### src/rtl/result_demux.sv
// One-to-NUM_CH result distributor: each accepted input word is registered into
// the selected channel's one-entry holding slot, which drains on its own valid/ready.
module result_demux #(
  parameter int DATA_W = 32,
  parameter int NUM_CH = 8,
  parameter int SEL_W  = 3
) (
  input  logic                     clk,
  input  logic                     rst_n,
  input  logic                     flush,
  input  logic                     in_valid,
  output logic                     in_ready,
  input  logic [SEL_W-1:0]         in_sel,
  input  logic [DATA_W-1:0]        in_data,
  output logic [NUM_CH-1:0]        out_valid,
  input  logic [NUM_CH-1:0]        out_ready,
  output logic [NUM_CH*DATA_W-1:0] out_data,
  output logic [15:0]              acc_count
);

  logic [NUM_CH-1:0]        valid_q, valid_d;
  logic [NUM_CH*DATA_W-1:0] data_q, data_d;
  logic [15:0]              count_q, count_d;
  logic                     accept;

  // A selected slot that drains this cycle can take a new word in the same cycle.
  always_comb begin
    // NOTE: every signal gets a default before any branch so no latch is inferred.
    valid_d  = valid_q;
    data_d   = data_q;
    count_d  = count_q;
    in_ready = !flush && (!valid_q[in_sel] || out_ready[in_sel]);
    accept   = in_valid && in_ready;

    for (int i = 0; i < NUM_CH; i++) begin
      if (flush) begin
        valid_d[i] = 1'b0;
      end else if (accept && (in_sel == SEL_W'(i))) begin
        valid_d[i]                 = 1'b1;
        data_d[i*DATA_W +: DATA_W] = in_data;
      end else if (valid_q[i] && out_ready[i]) begin
        valid_d[i] = 1'b0;
      end
    end

    if (accept) count_d = count_q + 16'd1;
  end

  // NOTE: the data slots are reset too, because consumers observe out_data=0 after reset.
  always_ff @(posedge clk or negedge rst_n) begin
    if (!rst_n) begin
      // NOTE: sequential state uses non-blocking assignments only.
      valid_q <= '0;
      data_q  <= '0;
      count_q <= '0;
    end else begin
      valid_q <= valid_d;
      data_q  <= data_d;
      count_q <= count_d;
    end
  end

  assign out_valid = valid_q;
  assign out_data  = data_q;
  assign acc_count = count_q;

endmodule

### config.mk
export PLATFORM = sky130hd
export DESIGN_NAME = result_demux
export DESIGN_NICKNAME = d
export VERILOG_FILES = /design/src/rtl/result_demux.sv
export SDC_FILE = /design/constraint.sdc
export NUM_CORES = 1
export LEC_CHECK = 0
export CAP_MARGIN = 5
export CELL_PAD_IN_SITES_DETAIL_PLACEMENT = 1
export CELL_PAD_IN_SITES_GLOBAL_PLACEMENT = 2
export CORE_ASPECT_RATIO = 1.2
export CORE_MARGIN = 3
export CORE_UTILIZATION = 33
export DETAILED_ROUTE_END_ITERATION = 7
export PLACE_DENSITY = 0.85
export SLEW_MARGIN = 20
export SYNTH_ARGS = -nofsm -noshare
export SYNTH_HDL_FRONTEND = slang
export SYNTH_SLANG_ARGS = --single-unit
### constraint.sdc
create_clock -name clk -period 3 [get_ports clk]
set_input_delay 0.75 -clock clk [delete_from_list [all_inputs] [get_ports clk]]
set_output_delay 0.75 -clock clk [all_outputs]
set_load 0.05 [all_outputs]
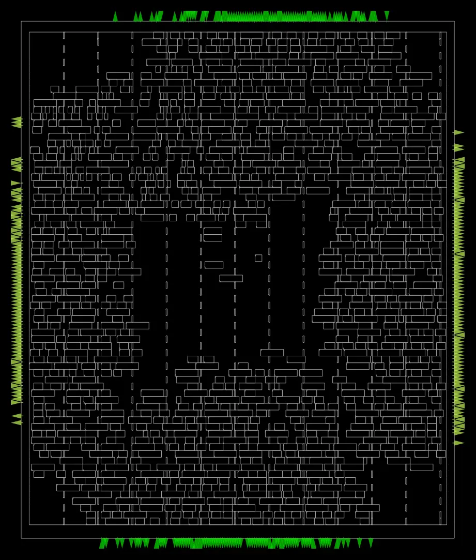
Fig. 1. Cell placement (run 1).
post-route insts no fill: 1512
flip-flop and latch count: 280
area of the core: 0.0334 mm^2

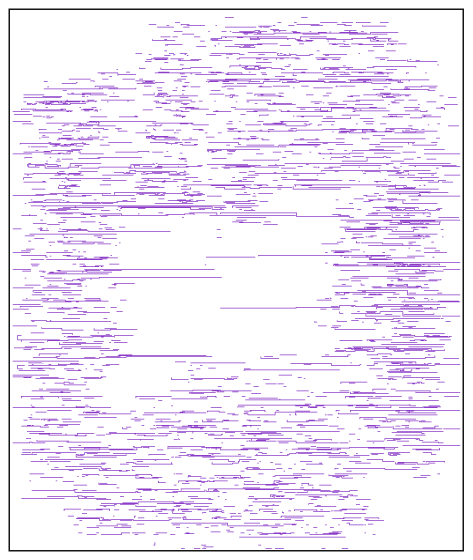
Fig. 2. Met1 routing (run 1).
nets with wire on the layer	972
main direction	horizontal
wire length on this layer	12800 um
longest straight run	69.5 um

==> run summary, run 1 <==
run metrics: critical path depth 7, global-route track usage on met1 20.7%, Post-Layout Inst Area 0.0162 mm^2, count of antenna diodes in the layout 0, bufs w/o clock 367, reg2reg end out_data[170], crit path setup slack, layout just over 0.07 ns, post-synth area from yosys stat 0.0113 mm^2, routed wire length per instance 21.8 um, launch point of the critical path out_ready[4], simple-gate share of the synthesized area approximately 3.1%, number of antenna violations at the first check in global routing 0, kind of critical path input port to primary output, Synth Area in XOR/XNOR 1.17%, routability congestion estimate 0.751, multi-input gates 350, top layer reached by signal wires met4, Post-DRT Antenna Nets 0, capturing instance or port of the critical path in_ready, Max-cap violations 0, total of fill cells in the finished design 3334, fraction of area in registers between 40% and 50%, routed wl met3 2280 um, Setup Fix Bufs, Post-CTS 0, Storage cell area around 0.0070 mm^2, dominant non-sequential cell family after synthesis multiplexers, count of port buffers added during placement 327, logic share of the area about a quarter, final worst-path cycle share roughly 98%, FP Rows 73, worst-case clock buffer depth 3, number of cell instances after yosys synthesis 675, DRT Pass-1 Iters 4, I/O pin count 328, synthesized flop and latch total 280, Synth Instances 675, number of flip-flops in the largest register 256, slack of the worst reg-to-reg path roughly 0.45 ns, largest net degree at the start of global routing approximately 78, fraction of the core area occupied by cells at floorplan 33.7%, CTS buffer count 31, synthesized area around 0.011 mm^2, worst max-slew margin expressed relative to the limit just under 60%, CTS tree done, power density over the cells 961 mW/mm^2, share of power burned in the clock network 24.4%, Final Critical Period 2.93 ns, total placed cells including tap cells 1454, Most Crowded Layer GR met2, status finished, final reports clean, Log Warnings 26, part of the total power dissipated in combinational logic about 42%, Complex Gates by Area 0.733%, commonest register cell after synthesis sky130_fd_sc_hd__dfrtp_1, met3 layer usage reported by global route around 5.1%, clock latency at the later pin of the worst-skew pair 0.57 ns, number of nets in the synthesized netlist 723, crit-path cells clkdlybuf4s50_1, mux2_2, o22ai_1, a22o_4, buf_4, nor2_4, buf_12, setup violators final 0, top cell types by occurrence after synthesis sky130_fd_sc_hd__dfrtp_1, sky130_fd_sc_hd__mux2_2, sky130_fd_sc_hd__mux2_4, unique cell type count in the Yosys netlist 32, most common logic cell in the routed design sky130_fd_sc_hd__clkdlybuf4s50_1, final net count 1085, number of flops mapped to enable cells by yosys 0, starting DRC count in detailed routing 235, top cells by area in the synthesized netlist sky130_fd_sc_hd__dfrtp_1, sky130_fd_sc_hd__mux2_2, sky130_fd_sc_hd__mux2_4, Seq power 5.20 mW, clock-pin transition on the worst setup and hold timing paths 0.06 ns, global-route wire length before repair just over 50000 um
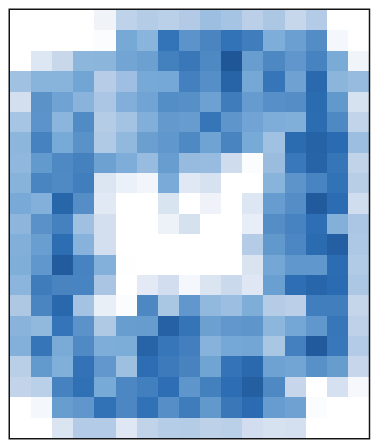
Fig. 3. Cell area per tile (run 1).
The die is cut into 17 by 21 equal tiles; white is low, dark blue is high, 0 to 100% covered.
tiles over 75% full	8.1%
nearly empty tiles	13%
fullest tile	85%
emptiest ninth of the die	center
mean over tiles	43%

Fig. 4: run 1, where the registers sit
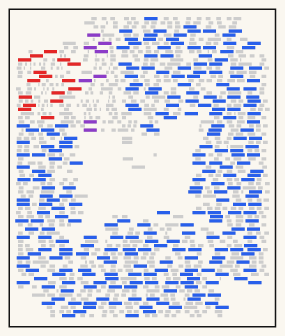

--- run 2 (diff from run 1) ---
Settings changed: PLACE_DENSITY 0.85 to 0.87.
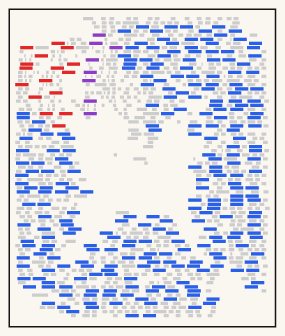
Fig. 5. Where the registers sit (run 2).
signal	color	flops
out_valid	purple	8
acc_count	red	16
out_data	blue	256

==> run 2 against run 1 <==
Effect of this change: fmax up 3.3%; via count up 1.4%; cell area up 0.50%; highest routed layer is now met5.
==> run summary, run 2 <==
run metrics: status finished, final reports clean, worst max-slew margin expressed relative to the limit 59.8% (+1.1 points), top cells by area in the synthesized netlist sky130_fd_sc_hd__dfrtp_1, sky130_fd_sc_hd__mux2_2, sky130_fd_sc_hd__mux2_4, top cell types by occurrence after synthesis sky130_fd_sc_hd__dfrtp_1, sky130_fd_sc_hd__mux2_2, sky130_fd_sc_hd__mux2_4, post-synth area from yosys stat 0.0113 mm^2 (unchanged), number of flops mapped to enable cells by yosys 0 (unchanged), Vias/cell around 4.7, commonest register cell after synthesis sky130_fd_sc_hd__dfrtp_1, Log Warnings 26 (unchanged), slack of the worst reg-to-reg path 0.28 ns (-0.17 ns), Storage cell area 0.00701 mm^2 (unchanged), final worst hold slack approximately 0.12 ns, combinational gate area 0.00393 mm^2, clock latency at the later pin of the worst-skew pair 0.56 ns (about the same), count of antenna diodes in the layout 0 (unchanged), post-detailed-placement cell area 0.0152 mm^2, bufs w/o clock 370 (+0.82%), crit path setup slack, layout 0.164 ns (+0.0928 ns), DRT Pass-1 Iters 4 (unchanged), Die X-Extent 175 um, Core Util, Final 48.8%, launch point of the critical path in_sel[2], Clk power 3.85 mW, gate family responsible for the most delay along the worst path buffers and inverters, async set-reset flop share out of synthesis 100%, Final Max Tran Viols 0, unique cell type count in the Yosys netlist 32 (unchanged), total of hold buffers inserted after clock tree synthesis 0, Crit path largest cell delay approximately 0.54 ns, vias post-DR 7119, Slowest-stage cell, CP sky130_fd_sc_hd__clkdlybuf4s50_1, number of signal-net inverters in the final layout 7, worst-path maximum fanout 5, combinational power 6.60 mW, largest net degree at the start of global routing 72 (-7.7%), met3 layer usage reported by global route 5.04% (-0.018 points), FP Rows 73 (unchanged), most frequent cell after synthesis sky130_fd_sc_hd__dfrtp_1, top-area cell type share of the netlist area between 60% and 70%, number of antenna violations at the first check in global routing 1 (+1), count of unresolved DRC violations after routing 0, routed wl met3 2280 um (about the same), clock-pin transition on the worst setup and hold timing paths 0.06 ns (about the same), Synth Area in XOR/XNOR 1.17% (unchanged), total of clock buffers placed in the layout between 40 and 50, worst vdd ir 0.000623 V, Synth Instances 675 (unchanged), # Taps 450, die outline height 208 um, fraction of area in registers 43.0% (-0.22 points), buffer and inverter count on the worst path 2, number of cell instances after yosys synthesis 675 (unchanged), final worst-path cycle share 94.5% (-3.1 points), worst-case clock buffer depth 3 (unchanged), fraction of the core area occupied by cells at floorplan 33.7% (unchanged), final net count 1087 (+0.18%), total of fill cells in the finished design 3314 (-0.60%), logic share of the area 24.1% (-0.059 points), kind of critical path input port to primary output, synthesized area 0.0113 mm^2 (unchanged), dominant non-sequential cell family after synthesis multiplexers, global-route track usage on met1 21.2% (+0.48 points), Seq power 5.21 mW (about the same), Max-cap violations 0 (unchanged), Post-DRT Antenna Nets 0 (unchanged), post-cts repair resize count 9, post-route insts no fill 1512 (unchanged), synthesized area per cell roughly 17 um^2, capturing instance or port of the critical path in_ready, top layer reached by signal wires met5, reg2reg end out_data[225], Post-Layout Inst Area 0.0163 mm^2 (+0.50%), count of port buffers added during placement 327 (unchanged), most common logic cell in the routed design sky130_fd_sc_hd__clkdlybuf4s50_1, number of flip-flops in the largest register 256 (unchanged), CTS buffer count 30 (-3.2%), power density over the cells 960 mW/mm^2 (-0.11%), global-route wire length before repair 51000 um (+0.56%), element type at the critical path end primary output, Worst Max-Slew Pin Slew roughly 0.6 ns, simple-gate share of the synthesized area 3.05% (unchanged), crit-path cells clkdlybuf4s50_1, nand2b_1, o2bb2ai_2, a22o_4, nor2_4, buf_12, area of the core 0.0334 mm^2 (unchanged), routed wire length per instance 21.9 um (+0.85%), critical path depth 6 (-1), Setup Fix Bufs, Post-CTS 1 (+1), Most Crowded Layer GR met2, switching power share of the total 40.1%, number of nets in the synthesized netlist 723 (unchanged), synthesized flop and latch total 280 (unchanged), flip-flop and latch count 280 (unchanged), part of the total power dissipated in combinational logic 42.1% (about the same), proportion of synthesized chip area in sequential cells between 60% and 70%, maximum clock rate about 350 MHz, CTS tree done, Complex Gates by Area 0.733% (unchanged), Worst EP arrival 2.09 ns, P_sw ~6.3 mW, Final Critical Period 2.84 ns (-0.0928 ns), routability congestion estimate 0.773 (+3.0%), starting DRC count in detailed routing 274 (+17%), multi-input gates 350 (unchanged), I/O pin count 328 (unchanged), share of power burned in the clock network 24.6% (+0.2 points), required time reported for the critical path endpoint 2.25 ns, setup violators final 0 (unchanged), total placed cells including tap cells 1457 (+0.21%)
No activity file was given, so power comes from the tool's default toggle rates.
